==> src/rtl/c3aibadapt_tx_dprio_avmm_pkg.sv <==
// Shared definitions for the TX adapter DPRIO Avalon-MM register block.
package c3aibadapt_tx_dprio_avmm_pkg;

  // Bus handshake FSM: IDLE stalls, ACK accepts the request.
  typedef enum logic [0:0] {
    StIdle,
    StAck
  } avmm_state_e;

  // Register byte addresses.
  localparam logic [5:0] AddrCtrl        = 6'h00;
  localparam logic [5:0] AddrFullEmpty   = 6'h01;
  localparam logic [5:0] AddrPfullPempty = 6'h02;
  localparam logic [5:0] AddrGearbox     = 6'h03;
  localparam logic [5:0] AddrCompCnt     = 6'h04;
  localparam logic [5:0] AddrMisc        = 6'h05;
  localparam logic [5:0] AddrClkLo       = 6'h06;
  localparam logic [5:0] AddrClkHi       = 6'h07;
  localparam logic [5:0] AddrErrCnt      = 6'h08;

  // 0x00 fields.
  localparam int unsigned TenGModeBit   = 0;
  localparam int unsigned IndvBit       = 1;
  localparam int unsigned FifoModeLsb   = 2;
  localparam int unsigned DoubleReadBit = 5;
  localparam int unsigned StopReadBit   = 6;
  localparam int unsigned StopWriteBit  = 7;

  // 0x01 / 0x02 fields.
  localparam int unsigned FullLsb   = 0;
  localparam int unsigned EmptyLsb  = 4;
  localparam int unsigned PfullLsb  = 0;
  localparam int unsigned PemptyLsb = 4;

  // 0x03 fields.
  localparam int unsigned GbIdwidthLsb = 0;
  localparam int unsigned GbOdwidthLsb = 3;
  localparam int unsigned PhcompLsb    = 5;

  // 0x05 fields.
  localparam int unsigned FullTypeBit   = 0;
  localparam int unsigned EmptyTypeBit  = 1;
  localparam int unsigned PfullTypeBit  = 2;
  localparam int unsigned PemptyTypeBit = 3;
  localparam int unsigned CompinSelLsb  = 4;
  localparam int unsigned UsMasterBit   = 6;
  localparam int unsigned DsMasterBit   = 7;

  // 0x07 fields.
  localparam int unsigned ClkHiLsb = 0;
  localparam int unsigned LockBit  = 7;

  // Addresses 0x00-0x06 are the lockable configuration bytes.
  function automatic logic is_lockable_addr(logic [5:0] addr);
    return addr < AddrClkHi;
  endfunction

endpackage

==> src/rtl/c3aibadapt_cfg_errcnt.sv <==
// Saturating 8-bit error counter with a sticky error flag; both clear only on reset.
module c3aibadapt_cfg_errcnt (
  input  logic       clk_i,
  input  logic       rst_ni,
  input  logic       inc_i,
  output logic [7:0] cnt_o,
  output logic       err_o
);

  logic [7:0] cnt_q, cnt_d;
  logic       err_q, err_d;

  // Next-state: count up to 0xFF and hold there.
  always_comb begin
    cnt_d = cnt_q;
    err_d = err_q;
    if (inc_i) begin
      err_d = 1'b1;
      if (cnt_q != 8'hFF) begin
        cnt_d = cnt_q + 8'd1;
      end
    end
  end

  // State register with synchronous active-low reset.
  always_ff @(posedge clk_i) begin
    if (!rst_ni) begin
      cnt_q <= 8'h00;
      err_q <= 1'b0;
    end else begin
      cnt_q <= cnt_d;
      err_q <= err_d;
    end
  end

  assign cnt_o = cnt_q;
  assign err_o = err_q;

endmodule

==> src/rtl/c3aibadapt_tx_dprio_avmm.sv <==
// Avalon-MM configuration register block for the TX adapter. Every access takes two
// cycles (IDLE stall, ACK accept); writes commit and reads register at the end of ACK.
module c3aibadapt_tx_dprio_avmm
  import c3aibadapt_tx_dprio_avmm_pkg::*;
(
  input  logic       avmm_clk,
  input  logic       avmm_rst_n,
  input  logic [5:0] avmm_address,
  input  logic       avmm_write,
  input  logic       avmm_read,
  input  logic [7:0] avmm_writedata,
  output logic [7:0] avmm_readdata,
  output logic       avmm_readdatavalid,
  output logic       avmm_waitrequest,
  output logic       r_10g_mode,
  output logic       r_indv,
  output logic [2:0] r_fifo_mode,
  output logic       r_double_read,
  output logic       r_stop_read,
  output logic       r_stop_write,
  output logic [3:0] r_full,
  output logic [3:0] r_empty,
  output logic [3:0] r_pfull,
  output logic [3:0] r_pempty,
  output logic [2:0] r_gb_idwidth,
  output logic [1:0] r_gb_odwidth,
  output logic [2:0] r_phcomp_rd_delay,
  output logic [7:0] r_comp_cnt,
  output logic       r_full_type,
  output logic       r_empty_type,
  output logic       r_pfull_type,
  output logic       r_pempty_type,
  output logic [1:0] r_compin_sel,
  output logic       r_us_master,
  output logic       r_ds_master,
  output logic [9:0] tx_user_clk_config,
  output logic       cfg_err
);

  avmm_state_e state_q, state_d;
  logic        rd_pend_q, wr_pend_q;
  logic [7:0]  ctrl_q, ctrl_d, fe_q, fe_d, pfe_q, pfe_d, gb_q, gb_d;
  logic [7:0]  comp_q, comp_d, misc_q, misc_d, clk_lo_q, clk_lo_d;
  logic [1:0]  clk_hi_q, clk_hi_d;
  logic        lock_q, lock_d;
  logic [7:0]  readdata_q, readdata_d;
  logic        rvalid_q;
  logic [7:0]  err_cnt;
  logic        err_flag;

  logic       req_wr, req_rd, do_wr, do_rd, wr_commit, err_inc;
  logic [7:0] rd_mux;

  // Handshake FSM next-state; every ACK returns to IDLE.
  always_comb begin
    state_d = state_q;
    unique case (state_q)
      StIdle:  if (avmm_read || avmm_write) state_d = StAck;
      StAck:   state_d = StIdle;
      default: state_d = StIdle;
    endcase
  end

  // FSM state and the request kind seen in IDLE, so a request dropped before ACK completes.
  always_ff @(posedge avmm_clk) begin
    if (!avmm_rst_n) begin
      state_q   <= StIdle;
      rd_pend_q <= 1'b0;
      wr_pend_q <= 1'b0;
    end else begin
      state_q <= state_d;
      if (state_q == StIdle) begin
        rd_pend_q <= avmm_read;
        wr_pend_q <= avmm_write;
      end
    end
  end

  // Access decode in ACK: write wins over a simultaneous read, which is flagged as an error.
  always_comb begin
    req_wr    = avmm_write || wr_pend_q;
    req_rd    = avmm_read || rd_pend_q;
    do_wr     = (state_q == StAck) && req_wr;
    do_rd     = (state_q == StAck) && req_rd && !req_wr;
    // 0x07 stays writable under lock so the lock can be released.
    wr_commit = do_wr && ((avmm_address == AddrClkHi) ||
                          (is_lockable_addr(avmm_address) && !lock_q));
    err_inc   = (do_wr && !wr_commit) || (do_wr && req_rd);
  end

  // Register write decode.
  always_comb begin
    ctrl_d   = ctrl_q;
    fe_d     = fe_q;
    pfe_d    = pfe_q;
    gb_d     = gb_q;
    comp_d   = comp_q;
    misc_d   = misc_q;
    clk_lo_d = clk_lo_q;
    clk_hi_d = clk_hi_q;
    lock_d   = lock_q;
    if (wr_commit) begin
      case (avmm_address)
        AddrCtrl:        ctrl_d   = avmm_writedata;
        AddrFullEmpty:   fe_d     = avmm_writedata;
        AddrPfullPempty: pfe_d    = avmm_writedata;
        AddrGearbox:     gb_d     = avmm_writedata;
        AddrCompCnt:     comp_d   = avmm_writedata;
        AddrMisc:        misc_d   = avmm_writedata;
        AddrClkLo:       clk_lo_d = avmm_writedata;
        AddrClkHi: begin
          clk_hi_d = avmm_writedata[ClkHiLsb +: 2];
          lock_d   = avmm_writedata[LockBit];
        end
        default: ;
      endcase
    end
  end

  // Read data mux; unmapped addresses read as zero.
  always_comb begin
    case (avmm_address)
      AddrCtrl:        rd_mux = ctrl_q;
      AddrFullEmpty:   rd_mux = fe_q;
      AddrPfullPempty: rd_mux = pfe_q;
      AddrGearbox:     rd_mux = gb_q;
      AddrCompCnt:     rd_mux = comp_q;
      AddrMisc:        rd_mux = misc_q;
      AddrClkLo:       rd_mux = clk_lo_q;
      AddrClkHi:       rd_mux = {lock_q, 5'b00000, clk_hi_q};
      AddrErrCnt:      rd_mux = err_cnt;
      default:         rd_mux = 8'h00;
    endcase
    readdata_d = do_rd ? rd_mux : readdata_q;
  end

  // Configuration and read-return registers.
  always_ff @(posedge avmm_clk) begin
    if (!avmm_rst_n) begin
      ctrl_q     <= 8'h00;
      fe_q       <= 8'h00;
      pfe_q      <= 8'h00;
      gb_q       <= 8'h00;
      comp_q     <= 8'h00;
      misc_q     <= 8'h00;
      clk_lo_q   <= 8'h00;
      clk_hi_q   <= 2'b00;
      lock_q     <= 1'b0;
      readdata_q <= 8'h00;
      rvalid_q   <= 1'b0;
    end else begin
      ctrl_q     <= ctrl_d;
      fe_q       <= fe_d;
      pfe_q      <= pfe_d;
      gb_q       <= gb_d;
      comp_q     <= comp_d;
      misc_q     <= misc_d;
      clk_lo_q   <= clk_lo_d;
      clk_hi_q   <= clk_hi_d;
      lock_q     <= lock_d;
      readdata_q <= readdata_d;
      rvalid_q   <= do_rd;
    end
  end

  c3aibadapt_cfg_errcnt u_errcnt (
    .clk_i  (avmm_clk),
    .rst_ni (avmm_rst_n),
    .inc_i  (err_inc),
    .cnt_o  (err_cnt),
    .err_o  (err_flag)
  );

  assign avmm_waitrequest   = (state_q == StIdle);
  assign avmm_readdata      = readdata_q;
  assign avmm_readdatavalid = rvalid_q;
  assign cfg_err            = err_flag;

  assign r_10g_mode         = ctrl_q[TenGModeBit];
  assign r_indv             = ctrl_q[IndvBit];
  assign r_fifo_mode        = ctrl_q[FifoModeLsb +: 3];
  assign r_double_read      = ctrl_q[DoubleReadBit];
  assign r_stop_read        = ctrl_q[StopReadBit];
  assign r_stop_write       = ctrl_q[StopWriteBit];
  assign r_full             = fe_q[FullLsb +: 4];
  assign r_empty            = fe_q[EmptyLsb +: 4];
  assign r_pfull            = pfe_q[PfullLsb +: 4];
  assign r_pempty           = pfe_q[PemptyLsb +: 4];
  assign r_gb_idwidth       = gb_q[GbIdwidthLsb +: 3];
  assign r_gb_odwidth       = gb_q[GbOdwidthLsb +: 2];
  assign r_phcomp_rd_delay  = gb_q[PhcompLsb +: 3];
  assign r_comp_cnt         = comp_q;
  assign r_full_type        = misc_q[FullTypeBit];
  assign r_empty_type       = misc_q[EmptyTypeBit];
  assign r_pfull_type       = misc_q[PfullTypeBit];
  assign r_pempty_type      = misc_q[PemptyTypeBit];
  assign r_compin_sel       = misc_q[CompinSelLsb +: 2];
  assign r_us_master        = misc_q[UsMasterBit];
  assign r_ds_master        = misc_q[DsMasterBit];
  assign tx_user_clk_config = {clk_hi_q, clk_lo_q};

endmodule

==> config.mk <==
export PLATFORM = sky130hd
export DESIGN_NAME = c3aibadapt_tx_dprio_avmm
export DESIGN_NICKNAME = d
export VERILOG_FILES = /design/src/rtl/c3aibadapt_tx_dprio_avmm_pkg.sv /design/src/rtl/c3aibadapt_cfg_errcnt.sv /design/src/rtl/c3aibadapt_tx_dprio_avmm.sv
export SDC_FILE = /design/constraint.sdc
export NUM_CORES = 1
export LEC_CHECK = 0
export ABC_AREA = 1
export CORE_ASPECT_RATIO = 1.2
export CORE_MARGIN = 5
export CORE_UTILIZATION = 45
export CTS_CLUSTER_DIAMETER = 30
export DETAILED_ROUTE_END_ITERATION = 8
export HOLD_SLACK_MARGIN = 0.05
export PLACE_DENSITY = 0.76
export SLEW_MARGIN = 20
export SYNTH_ARGS = -nofsm -noshare
export SYNTH_HDL_FRONTEND = slang
export SYNTH_HIERARCHICAL = 1
export SYNTH_SLANG_ARGS = --single-unit
==> constraint.sdc <==
create_clock -name avmm_clk -period 1.7 [get_ports avmm_clk]
set_input_delay 0.51 -clock avmm_clk [delete_from_list [all_inputs] [get_ports avmm_clk]]
set_output_delay 0.51 -clock avmm_clk [all_outputs]
set_load 0.05 [all_outputs]
run_1/closeup.png
Window x 35 to 60, y 21 to 46 µm. Cells in grey, sequential cells in the stronger grey; small squares are vias.
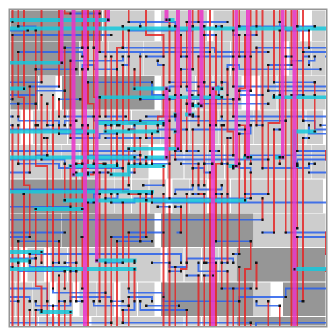
Key: cyan = M3; magenta = M4; blue = M1; red = M2
Sequential cells in the window: 9. Most frequent: nand2_1 (25), nor2_1 (17), dfxtp_1 (9). 80 logic cells have their middle in the window. Netlist names of flops here include fe_q (7).

run_1/pinout.png
Drawn at 4 px/µm. Pins as bars across the die edge, other pins in grey.
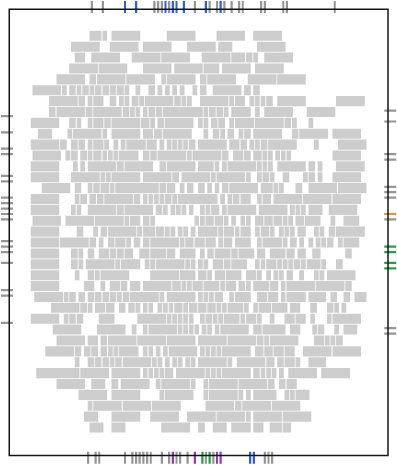
Key: green = avmm_address [pins 6, direction input, edge 4 right, 2 bottom]; purple = r_full [pins 4, direction output, edge bottom]; blue = tx_user_clk_config [pins 10, direction output, edge 8 top, 2 bottom]; orange = r_indv [pins 1, direction output, edge right]
All pins by edge: 28 bottom, 26 top, 18 left, 15 right.
IO buf count: 86
Die H: 111.2 µm
die x size: 94.31 µm

==> impl_metrics.ini, run 1 <==
; implementation run metrics
[floorplan]
pin_count = 87
fp-row-count = 37

[setup_path]
critPathLaunch = avmm_address[4]
cp.required_ns = 2.02
worstSetupEndpointType = flop
cp_num_cells = 11
worstReg2RegStart = state_q
critPathKind = primary input to flop
path_max_fanout = 5
startpoint_type = primary input
r2r_cells = 9
cp_slowest_stage_delay_ns = 0.19
r2r_slack_ns = 0.09

[placement]
dpl-instance-area_um2 = 5816
dp_cells = 792

[final_timing]
slew_viol_final = 0
min_period_ns = 1.675
skew_ns = 0.01743
relSlewSlack_pct = 63.73
worstMarginPinSlew_ns = 0.5424

[cts]
clkTransAtPathRegs_ns = 0.10
clock-sinks = 80
numCtsBuffers = 9

[synthesis]
ys_warn_count = 6
synth_area_um2 = 3839
ys_seq_share_pct = 41.72
numSynthFlops = 80
syn_avg_cell_area_um2 = 6.723

[hold_path]
hp-class = flop to flop

[final_layout]
fillers = 550
logic_area_um2 = 2049

[power_and_ir_drop]
ir_worst_vdd_mv = 0.7882
power_density_nw_per_um2 = 620.7
p_leak_uw = 0.002627

[route]
route.detailed.drc = 0

[grt]
antenna_found_initial = 0
grt_pass1_vias = 4705
gr-usage-all-layers_pct = 28.94
grt_pass1_wl_um = 23550

[job]
cap_violations = 0

[run_status]
status = complete, no violations
run_1/gates.png
Drawn at 2 px/µm.
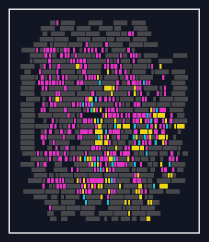
Key: cyan = inv cells [cells 34, most used inv_1]; magenta = nand cells [cells 278, most used nand2_1]; yellow = nor cells [cells 79, most used nor2_1]
logic share of the area: 32.44%
Layout Cells excl Fill: 821
most numerous logic cell after layout: nand2_1

run_1/congestion_map.png
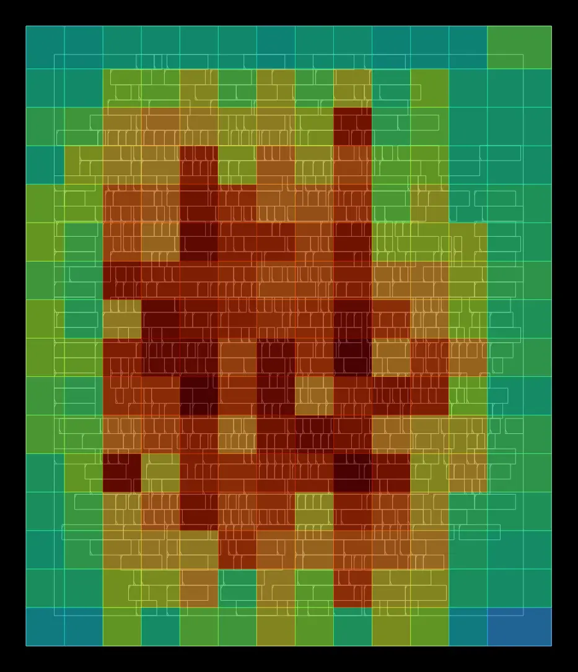
WL per Instance: 17.90 µm
met2 Use GR: 47.73%

## run 1: area by class of cell
class                           count  share of cell area, %
Multi-Input combinational cell    429                  32.44
Sequential cell                    80                  25.35
Clock inverter                      6                  1.564
Timing Repair Buffer              145                  34.14
Inverter                           34                  2.020
Tap cell                          117                  2.317
Clock buffer                       10                  2.178
## run 1: sequential cells by signal, indices dropped and copies added (netlist names), 2 cells and up
signal / flops
pfe_q: 8
clk_hi_q: 2
misc_q: 8
clk_lo_q: 8
ctrl_q: 8
fe_q: 8
gb_q: 8
u_errcnt/cnt_o: 8
avmm_readdata: 8
r_comp_cnt: 8
## run 1: timing repair
item | CTS | global route
pin swaps | 13 | 8
setup endpoints to repair | 76 | 63
cloned | 3 | 0
hold endpoints to repair | 0 | 0
resized | 46 | 18
hold buffers | 0 | 0
buffers inserted | 10 | 1
## run 1: power by group
part	internal, µW	switching, µW
clock network	890	779
registers	1880	12.6
logic	145	212
total	2920	1000
## run 1: Yosys cell counts
cell type / instances / area, µm²
inv_1: 29 / 108.9
buf_6: 7 / 78.83
nor2_2: 5 / 31.28
o21ai_1: 1 / 5.000
buf_2: 6 / 30.03
a21oi_1: 64 / 320.3
nor2_1: 65 / 244.0
o21ai_2: 1 / 8.760
clkbuf_1: 10 / 37.54
dfxtp_1: 80 / 1602
buf_4: 5 / 37.54
nand3_1: 61 / 305.3
inv_2: 5 / 18.77
o21ai_0: 3 / 15.01
nand3_2: 1 / 10.01
xor2_1: 1 / 8.760
nand4_1: 18 / 112.6
and3_1: 1 / 6.260
nor2_4: 6 / 67.56
ha_1: 1 / 12.51
nor4_2: 1 / 12.51
nand2_1: 193 / 724.4
nor3_1: 2 / 10.01
nand2_2: 5 / 31.28
## run 1: worst min-delay path by stage
stage               depth (start not counted)               end  slack (ns)        startpoint
floorplan                                   2         rd_pend_q        0.46         rd_pend_q
global placement                            2         rd_pend_q        0.47         rd_pend_q
detailed placement                          2         wr_pend_q        0.49         wr_pend_q
CTS                                         2         rd_pend_q        0.50         rd_pend_q
global route                                1           state_q        0.52           state_q
finish                                      2  avmm_readdata[7]        0.51  avmm_readdata[7]
## run 1: metal layers
layer	global-route usage [%]	vias to the layer above	wire length [µm]
li1	-	2098	-
met1	31.91	2119	5003
met2	47.73	340	7165
met3	7.060	98	1463
met4	20.33	0	1067
met5	0	-	0
## run 1: cells by family after synthesis
family / count (synthesis) / synth area share [%]
xor+xnor: 1 / 0.2282
flops: 80 / 41.72
fa+ha+maj: 1 / 0.3259
simple gates: 358 / 40.51
buf+inv: 62 / 8.116
compound gates: 69 / 9.094
## run 1: layout by cell type (no fill, tap or decap), types with 3 or more instances in the layout
master           Yosys  final
nand2_2              5      9
nor2_4               6      8
buf_6                7      6
buf_12               0     79
a21oi_1             64     61
o21ai_0              3      3
clkbuf_2             0      4
dfxtp_1             80     80
nor2_2               5     12
buf_4                5     41
nand2_1            193    184
clkbuf_8             0     10
inv_1               29     27
inv_2                5      7
clkdlybuf4s50_1      0     10
nand3_1             61     61
nor2_1              65     56
nand4_1             18     18
nand2_4              0      4
run_1/class_map.png
Drawn at 3 px/µm.
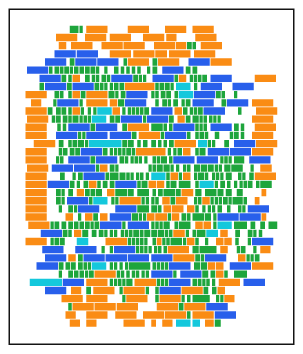

==> run 1 -> run 2 <==
--- a/config.mk
+++ b/config.mk
@@ -8,11 +8,11 @@
 export ABC_AREA = 1
 export CORE_ASPECT_RATIO = 1.2
 export CORE_MARGIN = 5
-export CORE_UTILIZATION = 45
+export CORE_UTILIZATION = 40
 export CTS_CLUSTER_DIAMETER = 30
 export DETAILED_ROUTE_END_ITERATION = 8
 export HOLD_SLACK_MARGIN = 0.05
-export PLACE_DENSITY = 0.76
+export PLACE_DENSITY = 0.68
 export SLEW_MARGIN = 20
 export SYNTH_ARGS = -nofsm -noshare
 export SYNTH_HDL_FRONTEND = slang
run_2/class_map.png
Drawn at 3 px/µm.
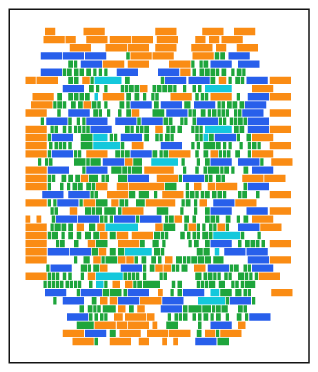
Key: blue = registers [cells 80]; green = remaining logic cells [cells 463]; cyan = clock drivers and dummy loads [cells 16]; orange = remaining buffers and delay cells [cells 148]

==> impl_metrics.ini, run 2 <==
; implementation run metrics
[final_timing]
min_period_ns = 1.617
slew_viol_final = 0
relSlewSlack_pct = 70.04
worstMarginPinSlew_ns = 0.4480

[placement]
port_buffers = 86

[synthesis]
yosysTopAreaCell = dfxtp_1
numSynthFlops = 80
synth.most_common_cell = nand2_1
synth_area_um2 = 3839
synthArstFlopShare_pct = 0
common_cells = 193 x nand2_1, 80 x dfxtp_1, 65 x nor2_1, 64 x a21oi_1, 61 x nand3_1
yosys-top-cells-area = dfxtp_1 42%, nand2_1 19%, a21oi_1 8.3%

[route]
route.detailed.drc = 0

[grt]
antenna_found_initial = 0
grt_pass1_wl_um = 21560
grt_pass1_vias = 4249

[setup_path]
cp_slowest_stage_delay_ns = 0.25
worstSetupEndpointType = flop
cp.required_ns = 1.97

[hold_path]
hp-class = flop to flop

[floorplan]
fp-row-count = 39
pin_count = 87

[run_status]
status = complete, no violations

[power_and_ir_drop]
p_leak_uw = 0.002763
ir_worst_vdd_mv = 0.4997

[cts]
postCtsHoldBufs = 0
run_2/congestion_map.png
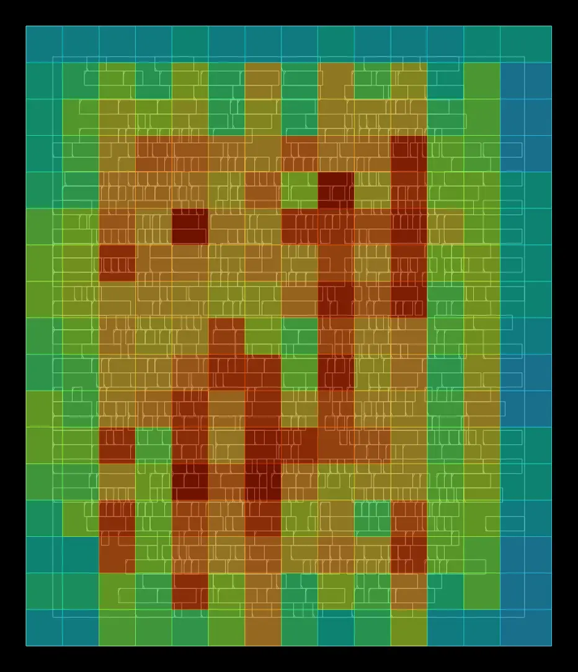
met2 Use GR: 37.69%
WL per Instance: 16.27 µm
gr usage total: 23.22%
Global Route met3 Usage: 4.335%

## run 2: netlist changes by cell type in the layout (fill, tap and decap cells not counted), sizes merged
cell	change
clkbuf	+3
bufinv	-1
inv	-2
bufbuf	+1
clkdlybuf4s15	-1
buf	+1
clkinv	+2
## run 2: worst min-delay path, cell delays in order, from the launching register on
cell and delay, ns:
dfxtp_1 0.33, nand2_1 0.06, a21oi_1 0.05
## run 2: through the flow
stage / TNS (ns) / hold WS (ns) / total power, µW / setup WS, ns / instances
finish: 0 / 0.4854 / 4217 / 0.08348 / 830
global route: 0 / 0.5134 / 4315 / 0.001866 / 830
floorplan: 0 / 0.4561 / 2071 / 0.02241 / 571
detailed placement: -42.91 / 0.4822 / 2270 / -0.6530 / 803
CTS: 0 / 0.4900 / 4216 / 0.001210 / 830
global placement: -39.30 / 0.4639 / 2264 / -0.6335 / 803
## run 2: path summary, 6_finish.rpt
check	start	to	depth (start not counted)
setup reg to reg	state_q	ctrl_q[1]	8
hold reg to reg	wr_pend_q	wr_pend_q	2
hold / removal	wr_pend_q	wr_pend_q	2
setup / recovery	avmm_address[5]	ctrl_q[1]	11
## run 2: per-layer routing
layer / global-route usage [%] / part of all wire (%) / wire [µm]
met1: 29.29 / 41 / 5536
met5: 0 / 0 / 0
met4: 11.27 / 3.6 / 487
met2: 37.69 / 49 / 6621
met3: 4.335 / 6.3 / 856
## run 2: cells by family (layout without fill, tap and decap cells)
logic type               Yosys count  after routing  synth area share (%)
AND/OR/NAND/NOR                  358            358                 40.51
flip-flops                        80             80                 41.72
AND-OR/OR-AND                     69             69                 9.094
buffers and inverters             62            198                 8.116
adder cells (fa/ha/maj)            1              1                0.3259
XOR/XNOR                           1              1                0.2282
## run 2: power breakdown
| part | internal (µW) | switching [µW] |
|---|---|---|
| clock | 1180 | 777 |
| combinational | 160 | 209 |
| sequential | 1890 | 11.2 |
## run 2: timing repair
item                                    4_1_cts  5_1_grt
setup buffers                                 8        0
resized                                      38       30
hold endpoints to repair                      0        0
pin swaps                                    14        8
endpoints found under the setup margin       75       71
cloned                                        3        0
## run 2: final cells by class
| class | count | area (µm²) |
|---|---|---|
| multi-input cells | 429 | 2082 |
| flip-flops and latches | 80 | 1602 |
| clock inverters | 5 | 56.30 |
| repair buffers | 148 | 2248 |
| fillers | 752 | 2954 |
| inverters | 34 | 127.6 |
| clock buffers | 11 | 242.7 |
| well taps | 123 | 153.9 |
run_2/closeup.png
Window x 37 to 62, y 23 to 48 µm. Cells in grey, sequential cells in the stronger grey; small squares are vias.
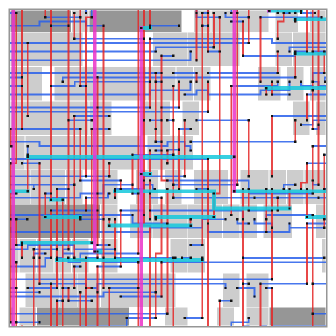

==> run 2 -> run 3 <==
--- a/config.mk
+++ b/config.mk
@@ -12,7 +12,7 @@
 export CTS_CLUSTER_DIAMETER = 30
 export DETAILED_ROUTE_END_ITERATION = 8
 export HOLD_SLACK_MARGIN = 0.05
-export PLACE_DENSITY = 0.68
+export PLACE_DENSITY = 0.66
 export SLEW_MARGIN = 20
 export SYNTH_ARGS = -nofsm -noshare
 export SYNTH_HDL_FRONTEND = slang
==> constraint.sdc (replaced) <==
create_clock -name avmm_clk -period 2.1 [get_ports avmm_clk]
set_input_delay 0.63 -clock avmm_clk [delete_from_list [all_inputs] [get_ports avmm_clk]]
set_output_delay 0.63 -clock avmm_clk [all_outputs]
set_load 0.05 [all_outputs]
run_3/closeup.png
Window x 37 to 62, y 23 to 48 µm. Cells in grey, sequential cells in the stronger grey; small squares are vias.
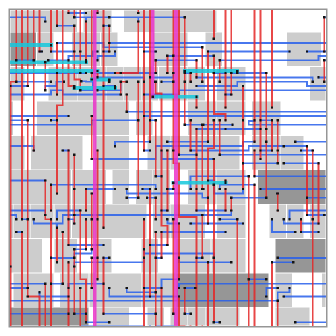

run_3/congestion_map.png
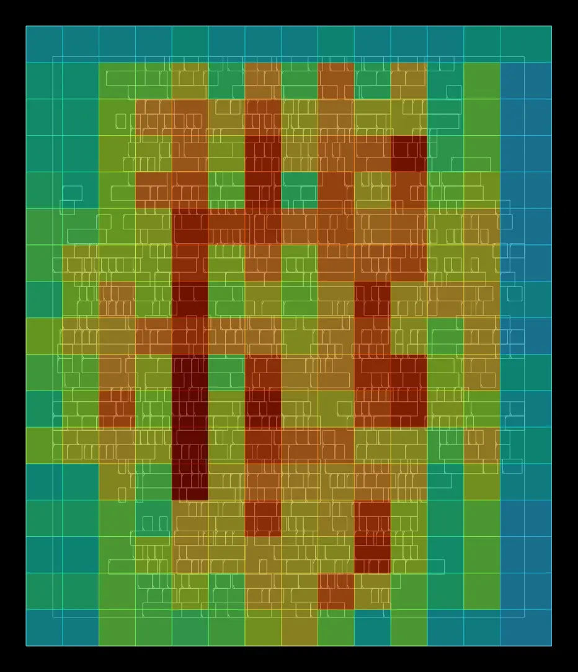
met2 Use GR: 35.63%
GR peak layer: met2
WL per Instance: 15.65 µm
gr usage total: 21.26%

==> impl_metrics.ini, run 3 <==
; implementation run metrics
[final_layout]
instances_no_fill = 826
fillers = 881

[placement]
port_buffers = 86

[synthesis]
ys_warn_count = 6
synth_top_flop_cell = dfxtp_1
common_cells = 193 x nand2_1, 80 x dfxtp_1, 65 x nor2_1, 64 x a21oi_1, 61 x nand3_1
syn_avg_cell_area_um2 = 6.723
yosysTopAreaCell = dfxtp_1
synth.most_common_cell = nand2_1
edf_count = 0

[setup_path]
worstReg2RegStart = state_q
cp_num_cells = 1
startpoint_type = flop
r2r_cells = 10
cp_slowest_stage_delay_ns = 0.79
worstReg2RegEnd = pfe_q[3]
worstSetupEndpointType = output pin

[floorplan]
die_w_um = 99.43
dieHeight_um = 117.3
pin_count = 87
fp-row-count = 39

[grt]
grt_pass1_vias = 3938
grt_pass1_wl_um = 19800

[job]
cap_violations = 0

[cts]
numCtsBuffers = 9

[run_status]
status = complete, no violations

[final_timing]
slew_viol_final = 0
run 3: cell types whose count changed in the layout (fill, tap and decap cells not counted), moves of 3 or more:
cell / delta
buf_6: -6
nand2_4: -3
nand3_1: +4
buf_12: -72
nor2_2: -4
dlymetal6s2s_1: +6
buf_4: +75
clkbuf_2: -6
nand3_2: -4
nor2_1: +3
run 3: worst min path at each step:
stage                           from          endpoint  slack [ns]  cells after the start
floorplan                  rd_pend_q         rd_pend_q        0.46                      2
global placement    avmm_readdata[6]  avmm_readdata[6]        0.45                      2
detailed placement  avmm_readdata[3]  avmm_readdata[3]        0.46                      2
CTS                 avmm_readdata[3]  avmm_readdata[3]        0.47                      2
global route        avmm_readdata[7]  avmm_readdata[7]        0.49                      2
finish              avmm_readdata[7]  avmm_readdata[7]        0.46                      2
run 3: what timing repair did:
item	CTS	global route
endpoints found under the setup margin	20	69
resized	6	33
pin swaps	1	8
setup buffers	0	11
run 3: cells by family (layout without fill, tap and decap cells):
| kind of cell | Yosys count | count (layout) | synth area share (%) |
|---|---|---|---|
| AND/OR/NAND/NOR | 358 | 358 | 40.51 |
| flip-flops | 80 | 80 | 41.72 |
| AND-OR/OR-AND | 69 | 69 | 9.094 |
| buffers and inverters | 62 | 194 | 8.116 |
| adder cells (fa/ha/maj) | 1 | 1 | 0.3259 |
| XOR/XNOR | 1 | 1 | 0.2282 |
run 3: stage by stage:
stage | TNS (ns) | area (µm²) | worst slack [ns] | total power [µW] | hold WS (ns)
global placement | -20.51 | 4965 | -0.3280 | 1798 | 0.4529
CTS | -0.0008133 | 5319 | -0.0008133 | 3525 | 0.4668
floorplan | 0 | 3839 | 0.2720 | 1676 | 0.4561
global route | 0 | 5523 | 0.001512 | 3616 | 0.4865
detailed placement | -22.86 | 4965 | -0.3738 | 1801 | 0.4576
finish | 0 | 5523 | 0.03460 | 3543 | 0.4646
run 3: power by group:
part	switching (µW)	internal [µW]	total (µW)	leakage [µW]
registers	7.19	1530	1530	0.000645
logic	160	99.2	259	0.00172
clock network	611	1140	1750	0.000163
total	777	2770	3540	0.00253
run 3: cell type report:
cell class                      instances  area (µm²)  share of cell area (%)
Timing Repair Buffer                  144        1286                   23.29
Tap cell                              123       153.9                   2.787
Inverter                               34       127.6                   2.311
Clock buffer                           14       274.0                   4.961
Clock inverter                          2       60.06                   1.087
Multi-Input combinational cell        429        2019                   36.57
Sequential cell                        80        1602                   29.00
run 3: per-layer routing:
metal / global-route usage, % / vias to the layer above / share of wire [%]
met5: 0 / - / 0
met4: 9.137 / 0 / 2.4
met3: 3.266 / 20 / 6.2
met2: 35.63 / 137 / 49
met1: 26.80 / 1974 / 42
li1: - / 2116 / -
Power and IR drop assume default switching activity.
